## config.mk

```make
export PLATFORM = sky130hd
export DESIGN_NAME = wfg_stim_capture_top
export DESIGN_NICKNAME = d
export VERILOG_FILES = /design/src/rtl/wfg_stim_capture_top.sv
export SDC_FILE = /design/constraint.sdc
export NUM_CORES = 1
export LEC_CHECK = 0
export CAP_MARGIN = 10
export CORE_MARGIN = 2
export CORE_UTILIZATION = 35
export CTS_BUF_LIST = sky130_fd_sc_hd__clkbuf_16
export DETAILED_ROUTE_END_ITERATION = 10
export HOLD_SLACK_MARGIN = 0.06
export SYNTH_ARGS = -nofsm -noshare
export SYNTH_HDL_FRONTEND = slang
export SYNTH_SLANG_ARGS = --single-unit
export TNS_END_PERCENT = 50
```

## constraint.sdc

```tcl
create_clock -name wb_clk_i -period 4.31 [get_ports wb_clk_i]
set_input_delay 0.6465 -clock wb_clk_i [delete_from_list [all_inputs] [get_ports wb_clk_i]]
set_output_delay 0.6465 -clock wb_clk_i [all_outputs]
set_load 0.01 [all_outputs]
```

## src/rtl/wfg_stim_capture_top.sv

```systemverilog
// -----------------------------------------------------------------------------
// wfg_stim_capture_top
//
// Capture sink for the 18-bit signed stimulus AXI-Stream of the wfg_stim_*
// generators. Accepted samples are optionally decimated and stored in a FIFO
// that software drains over the common wfg_* Wishbone slave port. In
// continuous mode a store into a full FIFO sets the sticky OVF flag. In
// one-shot mode capture stops (tready low) once the FIFO is full.
//
// Ports
//   wb_clk_i, wb_rst_i            clock, synchronous active-high reset
//   wbs_stb_i/cyc_i/we_i          Wishbone request qualifiers
//   wbs_sel_i                     byte selects (ignored, writes are full-word)
//   wbs_adr_i                     byte address, word index taken from [4:2]
//   wbs_dat_i / wbs_dat_o         write / registered read data
//   wbs_ack_o                     one-cycle registered acknowledge
//   wfg_stim_capture_tvalid_i     stream valid from the generator
//   wfg_stim_capture_tready_o     stream ready to the generator
//   wfg_stim_capture_tdata_i      signed 18-bit sample
//
// Register map (word index)
//   0 CTRL   RW  bit0 EN, bit1 ONESHOT, bit2 CLR (write-1 pulse, reads 0)
//   1 STATUS RO  [8:0] LEVEL, 16 EMPTY, 17 FULL, 18 OVF, 19 DONE
//   2 DATA   RO  pops the FIFO, sign-extended sample; 0 and no pop when empty
//   3 DECIM  RW  [15:0] N, one of every N+1 accepted samples is stored
//   4 ID     RO  0x0001_0003
//   5..7         read 0, writes ignored
//
// Handshakes
//   Wishbone: a request is stb & cyc & !ack; ack follows one cycle later and
//   writes/read data take effect at the edge that raises ack.
//   Stream: a sample transfers on tvalid & tready; tready = EN & !DONE and is
//   a function of registered state only.
// -----------------------------------------------------------------------------
module wfg_stim_capture_top #(
   parameter int BUSW  = 32,
   parameter int DEPTH = 16
) (
   input  logic              wb_clk_i,
   input  logic              wb_rst_i,
   input  logic              wbs_stb_i,
   input  logic              wbs_cyc_i,
   input  logic              wbs_we_i,
   input  logic [BUSW/8-1:0] wbs_sel_i,
   input  logic [BUSW-1:0]   wbs_dat_i,
   input  logic [BUSW-1:0]   wbs_adr_i,
   output logic              wbs_ack_o,
   output logic [BUSW-1:0]   wbs_dat_o,
   input  logic              wfg_stim_capture_tvalid_i,
   output logic              wfg_stim_capture_tready_o,
   input  logic [17:0]       wfg_stim_capture_tdata_i
);

   localparam int AW = $clog2(DEPTH);
   localparam int LW = AW + 1;
   localparam logic [31:0] ID_VALUE = 32'h0001_0003;

   localparam logic [2:0] A_CTRL   = 3'd0;
   localparam logic [2:0] A_STATUS = 3'd1;
   localparam logic [2:0] A_DATA   = 3'd2;
   localparam logic [2:0] A_DECIM  = 3'd3;
   localparam logic [2:0] A_ID     = 3'd4;

   // Registered state
   logic            r_ack;
   logic [31:0]     r_dat;
   logic            r_en;
   logic            r_oneshot;
   logic [15:0]     r_decim;
   logic [15:0]     r_dec_cnt;
   logic            r_ovf;
   logic            r_done;
   logic [AW-1:0]   r_wr_ptr;
   logic [AW-1:0]   r_rd_ptr;
   logic [LW-1:0]   r_level;
   logic [17:0]     r_mem [DEPTH];

   // Combinational decode
   logic            w_req;
   logic            w_wr_req;
   logic            w_rd_req;
   logic [2:0]      w_idx;
   logic            w_clr;
   logic            w_empty;
   logic            w_full;
   logic            w_pop;
   logic            w_tready;
   logic            w_xfer;
   logic            w_keep;
   logic            w_push;
   logic            w_ovf_set;
   logic            w_fill;
   logic [31:0]     w_status;
   logic [31:0]     w_rd_data;
   logic            w_unused;

   assign w_unused = ^{wbs_sel_i, wbs_adr_i[BUSW-1:5], wbs_adr_i[1:0],
                       wbs_dat_i[BUSW-1:16]};

   assign w_req    = wbs_stb_i & wbs_cyc_i & ~r_ack;
   assign w_wr_req = w_req & wbs_we_i;
   assign w_rd_req = w_req & ~wbs_we_i;
   assign w_idx    = wbs_adr_i[4:2];

   assign w_clr    = w_wr_req & (w_idx == A_CTRL) & wbs_dat_i[2];
   assign w_empty  = (r_level == '0);
   assign w_full   = (r_level == LW'(DEPTH));
   assign w_pop    = w_rd_req & (w_idx == A_DATA) & ~w_empty;

   assign w_tready = r_en & ~r_done;
   assign w_xfer   = wfg_stim_capture_tvalid_i & w_tready;

   // A transfer coinciding with CLR is consumed but never stored.
   assign w_keep    = w_xfer & (r_dec_cnt == 16'd0) & ~w_clr;
   // A pop in the same cycle frees the slot, so a store into a full FIFO
   // still succeeds in that case.
   assign w_push    = w_keep & (~w_full | w_pop);
   assign w_ovf_set = w_keep & w_full & ~w_pop;
   // The edge on which LEVEL reaches DEPTH.
   assign w_fill    = w_push & ~w_pop & (r_level == LW'(DEPTH - 1));

   always_comb begin
      w_status             = '0;
      w_status[LW-1:0]     = r_level;
      w_status[16]         = w_empty;
      w_status[17]         = w_full;
      w_status[18]         = r_ovf;
      w_status[19]         = r_done;
   end

   always_comb begin
      w_rd_data = '0;
      case (w_idx)
         A_CTRL:   w_rd_data = {30'd0, r_oneshot, r_en};
         A_STATUS: w_rd_data = w_status;
         A_DATA:   if (!w_empty) begin
                      w_rd_data = {{14{r_mem[r_rd_ptr][17]}}, r_mem[r_rd_ptr]};
                   end
         A_DECIM:  w_rd_data = {16'd0, r_decim};
         A_ID:     w_rd_data = ID_VALUE;
         default:  w_rd_data = '0;
      endcase
   end

   // Wishbone slave: ack, read data and writable registers
   always_ff @(posedge wb_clk_i) begin
      if (wb_rst_i) begin
         r_ack     <= 1'b0;
         r_dat     <= '0;
         r_en      <= 1'b0;
         r_oneshot <= 1'b0;
         r_decim   <= '0;
      end else begin
         r_ack <= w_req;
         if (w_rd_req) begin
            r_dat <= w_rd_data;
         end
         if (w_wr_req) begin
            case (w_idx)
               A_CTRL: begin
                  r_en      <= wbs_dat_i[0];
                  r_oneshot <= wbs_dat_i[1];
               end
               A_DECIM: r_decim <= wbs_dat_i[15:0];
               default: ;
            endcase
         end
      end
   end

   // Decimation counter: held at 0 while disabled so that the first
   // transfer after enable is always stored.
   always_ff @(posedge wb_clk_i) begin
      if (wb_rst_i || w_clr || !r_en) begin
         r_dec_cnt <= '0;
      end else if (w_xfer) begin
         r_dec_cnt <= (r_dec_cnt == 16'd0) ? r_decim : (r_dec_cnt - 16'd1);
      end
   end

   // FIFO pointers, level and status flags
   always_ff @(posedge wb_clk_i) begin
      if (wb_rst_i || w_clr) begin
         r_wr_ptr <= '0;
         r_rd_ptr <= '0;
         r_level  <= '0;
         r_ovf    <= 1'b0;
         r_done   <= 1'b0;
      end else begin
         if (w_push) begin
            r_wr_ptr <= r_wr_ptr + AW'(1);
         end
         if (w_pop) begin
            r_rd_ptr <= r_rd_ptr + AW'(1);
         end
         r_level <= r_level + LW'(w_push) - LW'(w_pop);
         if (w_ovf_set) begin
            r_ovf <= 1'b1;
         end
         if (r_oneshot && w_fill) begin
            r_done <= 1'b1;
         end
      end
   end

   // Sample storage needs no reset; validity is tracked by the pointers.
   always_ff @(posedge wb_clk_i) begin
      if (w_push) begin
         r_mem[r_wr_ptr] <= wfg_stim_capture_tdata_i;
      end
   end

   assign wbs_ack_o                 = r_ack;
   assign wbs_dat_o                 = r_dat;
   assign wfg_stim_capture_tready_o = w_tready;

endmodule
```

Layout detail:
Region (40, 145) to (65, 170) µm. Cells in grey, sequential cells in the stronger grey; small squares are vias.
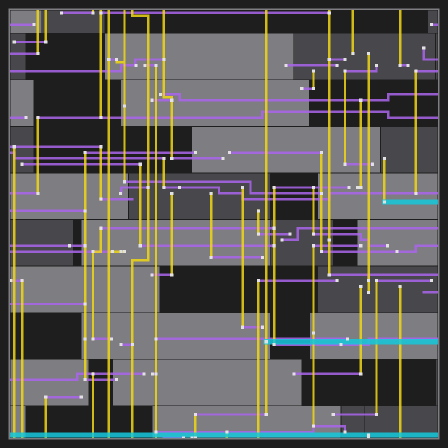
[met3] cyan
[met1] purple
[met2] yellow
most frequent: edfxtp_1 (11), mux4_2 (3)
cells with their middle in the window: 16
netlist names of flops here include: `r_mem` (11)
sequential cells in the window: 11

Routing congestion:
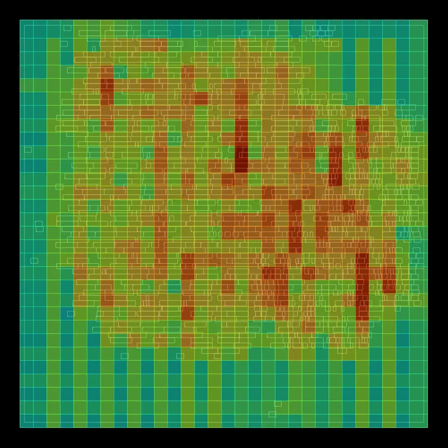
GRT Max-Usage Layer: met2
per-cell routed wire length: 22.2 µm
Core Util, Final: 41.5%
M3 GR Usage: 2.77%
grt met1 use: 22.7%

Metal 1:
(2 px per µm)
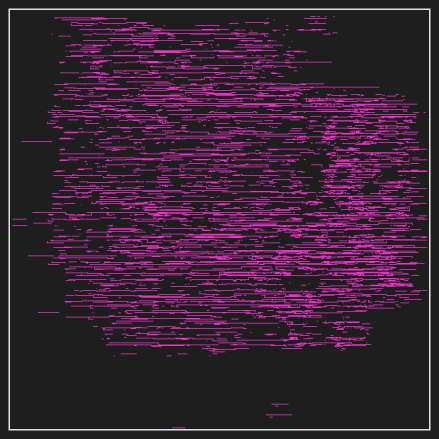
main direction: horizontal
share of all routed wire: 45%
routed wire length: 35.2 mm
via count: 8423

Cell sizes after repair:
(2 px per µm)
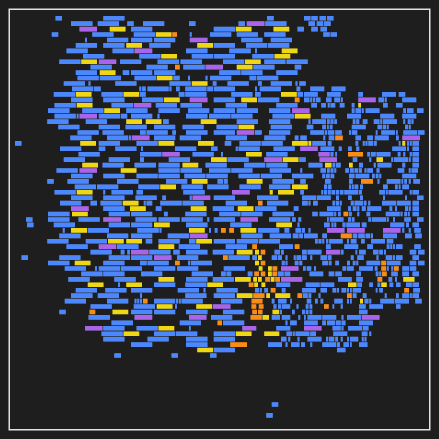
[drive 6 and up] purple | cells: 42
[drive 2] yellow | cells: 99
[drive 1 or less] blue | cells: 863
[drive 3 to 4] orange | cells: 45
final worst slack: 0.803 ns
area added between synthesis and finish: 17.7%
Non-clk bufs: 113
post-route cell area: 17400 µm²

Cells coloured by class:
(2 px per µm)
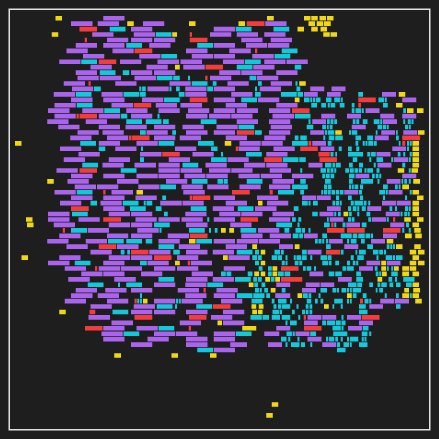
[clock drivers and dummy loads] red | cells: 66 | share of their area: 6.7%
[all other logic] cyan | cells: 507 | share of their area: 26%
[flip-flops] purple | cells: 363 | share of their area: 61%
[other buffers and delay cells] yellow | cells: 113 | share of their area: 6.3%

==> impl_metrics.env <==
# yosys + openroad results
export IMPL_skew_ns=0.00947
export IMPL_required_ns=4.71
export IMPL_fp_utilization_pct=35.3
export IMPL_crit_buf_inv=1
export IMPL_clkSlewWorstSetupHoldPaths_ns=0.06
export IMPL_openroad_warnings=81
export IMPL_postCtsHoldBufs=0
export IMPL_grt_max_degree=46
export IMPL_top_cells_by_count="288 x edfxtp_1, 80 x nand2_1, 75 x dfxtp_1"
export IMPL_n_all_inverters=16
export IMPL_synth_top_area_share_pct=58.5
export IMPL_core_rowCount=75
export IMPL_numClockSinks=363
export IMPL_p_int_mw=5.50
export IMPL_antenna_left=0
export IMPL_rr_endpoint="r_level[4]"
export IMPL_cp_depth=13
export IMPL_irDropWorstVdd_mv=0.270
export IMPL_hp_start="wbs_dat_o[17]"
export IMPL_cp_cell_sequence="or3_4, or4_1, nor3_4, nand2_1, ha_1, inv_1, ha_1, fa_1, a21oi_1, nor2_1, nor2_1, xnor2_1, nor2_1"
export IMPL_cts_buffers=38
export IMPL_grt_pass1_wl_mm=52.8
export IMPL_cp_arrival_ns=3.91
export IMPL_final_setup_tns_ns=0
export IMPL_ys_area_um2=14800
export IMPL_r2r_slack_ns=0.80
export IMPL_tightestPinTransition_ns=0.896
export IMPL_final_common_cell="edfxtp_1"
export IMPL_power_leader="registers"
export IMPL_top_logic_kind="multiplexers"
export IMPL_fillers=3792
export IMPL_avgSynthCellArea_um2=15.8
export IMPL_core_area_um2=41900
export IMPL_rsz0062_at_grt="no"
export IMPL_end_kind="flop"
export IMPL_fin_crit_sh_pct=81.4
export IMPL_ff_count=363
export IMPL_outcome="finished, final reports clean"
export IMPL_worstSkewPairLatency_ns=0.53
export IMPL_postCtsSetupRepairBufs=0
export IMPL_highest_layer="met5"
export IMPL_synth_cellmix_compoundShare_pct=6.19
